Figure 1. Routing congestion map.
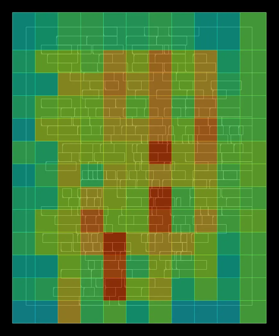
Figure 2. Clock wires, drivers and flops.
Bar = 20 um.
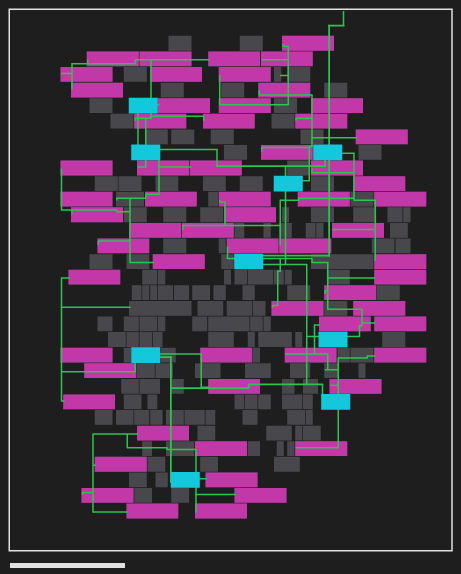
Figure 3. Metal 2.
Cells faint in the background.
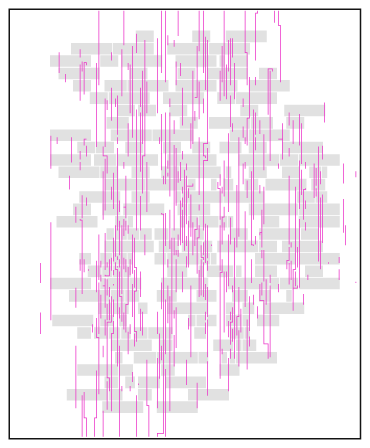
Figure 4. Metal layers overlaid.
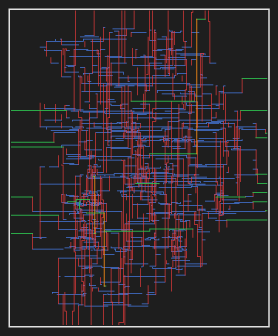
Design sevenseg_scan_reader_flat, sky130hd; sources not shown.
==> flow_summary.json <==
{
  "edf_count": 0,
  "fin_ws_ps": 1850,
  "hold_viol_final": 0,
  "rows": 31,
  "drv_cap": 0,
  "fmax_mhz": 317,
  "drv_slew": 0,
  "ys_cells": 198,
  "setup_violations": 0,
  "power_density_nw_per_um2": 346,
  "cp.arrival_ps": 3160,
  "coreArea_um2": 5780,
  "syn_to_final_growth_pct": 11.4,
  "area_leaders": "dfrtp_1 58%, mux2_2 17%, xnor2_1 4.3%, ha_1 3.3%, nand4_1 1.9%",
  "cts-buffers-inserted": 9,
  "die_w_um": 77.0,
  "grt_max_degree": 63,
  "critPathMaxFanout": 6,
  "post_cts_resized": 0,
  "dp_slack_ps": 1820,
  "ys_seq_frac": 0.580,
  "grt_setup_unrepaired": "no",
  "status": "complete, no violations",
  "nFillCells": 507,
  "grt_pass1_wl_um": 7710,
  "port_buffers": 0,
  "path_clk_slew_ps": 60,
  "openroad.warnings": 29,
  "root_buffer": "clkbuf_8",
  "cts_buffer_depth": 2,
  "yosysWarnings": 0,
  "overflow": 0,
  "htree_levels": 3,
  "lay_top_count": "dfrtp_1",
  "synth-main-ff-cell": "dfrtp_1",
  "cts_sinks": 62,
  "setup-tns-final_ps": 0,
  "cts_tree": "done",
  "ir_drop_mv": 0.142,
  "largest_area_cell": "dfrtp_1",
  "globalplace.congestion": 0.758,
  "first_pass_iters": 4,
  "num_io_pins": 37,
  "synth.avg_cell_area_um2": 13.5,
  "cts_setup_buffers": 0,
  "antenna_found_initial": 0,
  "first_global_vias": 1560,
  "criticalPathCategory": "flip-flop to flip-flop",
  "drive_above_1_share": 0.284,
  "ys_types": 35,
  "end_kind": "flip-flop",
  "drt_iter0_drc": 66,
  "syn_nets": 221,
  "netlist_area_um2": 2680,
  "rr_worst_depth": 7,
  "drc": 0,
  "async_flop_share": 1.00,
  "detail-route-antenna-nets": 0,
  "synthTopCellsByCount": "62 x dfrtp_1, 40 x mux2_2, 13 x inv_1, 13 x xnor2_1, 8 x nand4_1",
  "r2r_slack_ps": 1850,
  "die_h_um": 94.2,
  "layout.nets": 230,
  "fp_util": 0.463,
  "ys.flops": 62,
  "top_cell_area_share": 0.580,
  "slew_headroom": 0.589,
  "synth_cells": 198,
  "worst_pin_slew_ps": 615,
  "yosys-stat-area_um2": 2680,
  "period_needed_ps": 3150,
  "synth_dominant_cell_count": "dfrtp_1",
  "worstSetupStartpointType": "flip-flop",
  "hold_class": "input pin to asynchronous set/reset pin",
  "die_area_um2": 7250,
  "p_leak_uw": 0.00142,
  "n_antenna_cell": 0,
  "final_cell_mix": "62 x dfrtp_1, 40 x mux2_2, 13 x xnor2_1, 13 x inv_1, 11 x clkbuf_8",
  "vias_per_cell": 5.62,
  "dp_hpwl_um": 3320,
  "hold_buffers": 0,
  "finalCritPeriodShare": 0.630,
  "cp_data_required_time_ps": 5010
}
About Figure 1:
global route hottest layer: met2
utilization after layout: 0.516
met2 usage: 0.227
met1 usage: 0.163

About Figure 2:
[magenta] flip-flops | count: 62
[green] clock wires | length: 765 um
[cyan] clock-net drivers | count: 9
flops lie	widely spread
clock share of power: 0.471
clk latency late pin: 330 ps

About Figure 3:
longest straight run	48.3 um
share of all routed wire	51%
nets with wire on the layer	205
main direction	vertical
wire length on this layer	2450 um
DRT Wirelength: 4800 um
total number of vias: 1558

About Figure 4:
color	layer	wire length
red	M2	2450 um
green	M3	210 um
orange	M4	78.9 um
blue	M1	2060 um
mean routed wirelength per cell: 17.3 um
GR Util All Layers: 0.140

cell type report:
type | count | area (um^2) | share of cell area
Sequential cell | 62 | 1550 | 0.521
Multi-Input combinational cell | 120 | 1070 | 0.358
Clock buffer | 12 | 155 | 0.0521
Tap cell | 66 | 82.6 | 0.0277
Clock inverter | 3 | 67.6 | 0.0227
Inverter | 13 | 48.8 | 0.0164
Timing Repair Buffer | 1 | 7.51 | 0.00252
worst max-delay path, stage by stage (launching register included):
cell and delay (ps):
dfrtp_1 450, inv_1 90, ha_1 300, ha_1 210
fa_1 440, nor3b_1 550, nand4_1 410, mux2_2 390
metal layers:
metal / global-route usage / vias up / wire length [um]
met1: 0.163 / 791 / 2060
met3: 0.0480 / 7 / 209
met2: 0.227 / 35 / 2450
met4: 0.0770 / 0 / 78
li1: - / 725 / -
met5: 0 / - / 0
power breakdown:
part           internal, uW  switching [uW]
sequential              506            8.22
clock                   305             181
combinational          14.9            15.9
total                   827             205
cell families after synthesis:
group	count (synthesis)	share of synthesized area
AND-OR/OR-AND	23	0.0603
XOR/XNOR	13	0.0426
adder cells (fa/ha/maj)	8	0.0402
buffers and inverters	16	0.0225
flip-flops	62	0.580
multiplexers	40	0.168
AND/OR/NAND/NOR	36	0.0861
metrics by stage:
| step | hold WS [ps] | utilization | total power (uW) | cell area, um^2 | std cells |
|---|---|---|---|---|---|
| final | 166 | 0.516 | 1030 | 2980 | 277 |
| after global routing | 134 | 0.516 | 1070 | 2980 | 277 |
| after CTS | 140 | 0.516 | 1050 | 2980 | 277 |
| after detailed placement | 247 | 0.477 | 555 | 2760 | 262 |
| after global placement | 226 | 0.477 | 554 | 2760 | 262 |
| after floorplan | 215 | - | 547 | 2680 | 198 |
Power and IR drop assume default switching activity.
